Design mem_arbiter_flat, sky130hd; sources not shown.
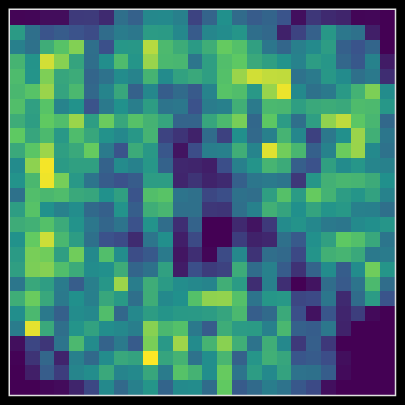
(wiring heat map)
Drawn at 3 px/um. The die is cut into 26 by 26 equal tiles; dark purple is low, yellow is high, scaled to the fullest tile. Values are wire area over tile area, all layers added.
5.3% of the tiles are nearly empty. 42% of the tiles are over half the peak. The mean over all tiles is 0.22.
GRT Resource Usage Total: 26.3%
average routed wire per standard cell: 17.1 um
vias after detailed routing: 6,451
final wirelength: 22.0 mm

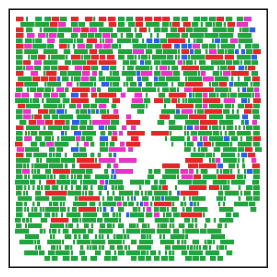
(cell sizes after repair)
Drawn at 2 px/um.
drive 2: drawn in blue, cells 57, share 5.2%, most used o21ai_2. drive 1 or less: drawn in green, cells 833, share 76%, most used nand2_1. drive 3 to 4: drawn in magenta, cells 89, share 8.1%, most used and3_4. drive 6 and up: drawn in red, cells 116, share 11%, most used buf_6.
post-route standard cell area excluding fillers: 0.0113 mm^2
post-route worst setup slack: -270 ps
non-clock buffer total of the final layout: 350
Area Growth Syn to Fin: 69.9%

==> impl_metrics.ini <==
; implementation run metrics
[outcome]
status = finished, violations left
violations = negative setup slack

[sta]
report.final.setup_viol = 70
finalWorstSetupSlack_ps = -270
worst_pin_slew_ps = 575
maxSlewViolCount = 0

[placement]
place_inst = 1231
post_dp_cell_area_mm2 = 0.00955
place_ws_ps = -849

[synthesis]
synth-seq-area-share_pct = 49.8
yosysCellCount = 775
ys_types = 27
post_synth.cell_area_avg_um2 = 8.57

[die]
die_height_um = 128
io-pin-count = 274
fp.dieArea_mm2 = 0.0164

[cts]
number_of_sinks_on_the_clock_net = 165
cts_buffer_depth = 2

[finish]
antennaDiodeCount = 0
mostFrequentLayoutCell = sky130_fd_sc_hd__nand2_1
number_of_standard_cells_in_the_layout_taps_in_and_fillers_out = 1283

[grt]
antenna_violations_before_repair = 0
grt_start_max_net_pins = 17
busiest_layer = met2

[power]
worst_ir_drop_vdd_mv = 0.785
leakage_nw = 5.17

[setup_path]
critPathSlowestCell = sky130_fd_sc_hd__dfxtp_4
path_delay_family = buffers and inverters

[drt]
drcViolationCount = 0
detail_route.vias_per_cell = 5.03
## final cells by class
class | count | area (um^2)
plain buffers | 63 | 594
fillers | 1147 | 3870
multi-input cells | 543 | 3510
well taps | 188 | 235
inverters | 5 | 26.3
flip-flops and latches | 165 | 3310
repair buffers | 287 | 2930
clock inverters | 13 | 218
clock buffers | 19 | 453
## kinds of logic after synthesis
| family | synth area share [%] |
|---|---|
| AND/OR/NAND/NOR | 20.8 |
| adder cells (fa/ha/maj) | 1.13 |
| other | 0.0565 |
| flip-flops | 49.8 |
| multiplexers | 14.8 |
| buffers and inverters | 4.37 |
| AND-OR/OR-AND | 9.08 |
## report_power, final
| part | switching [mW] | internal, mW |
|---|---|---|
| logic | 4.13 | 3.75 |
| registers | 0.485 | 4.26 |
| clock network | 1.47 | 2.43 |
## what timing repair did
action / CTS / global route
cloned: 10 / 3
gates resized: 681 / 71
setup endpoints to repair: 264 / 196
setup buffers: 6 / 1
pin swaps: 17 / 13
## synth_stat cells, drive strengths merged
cell / n / share of area, %
a211o: 1 / 0.13
a211oi: 3 / 0.41
a21boi: 26 / 2.9
a21o: 1 / 0.11
a21oi: 39 / 2.9
and2: 4 / 0.38
and3: 37 / 3.5
buf: 26 / 2.0
clkbuf: 37 / 2.1
conb: 1 / 0.056
dfxtp: 165 / 50
ha: 6 / 1.1
inv: 5 / 0.28
mux2i: 98 / 15
nand2: 191 / 11
nand3: 1 / 0.075
nor2: 95 / 5.4
nor2b: 6 / 0.57
o211a: 1 / 0.15
o21ai: 31 / 2.4
or4b: 1 / 0.15
## routing by layer
metal	wire length, um	vias to the layer above
met5	0	-
met4	638	0
met3	1550	46
met2	10800	202
met1	9020	3036
li1	-	3167
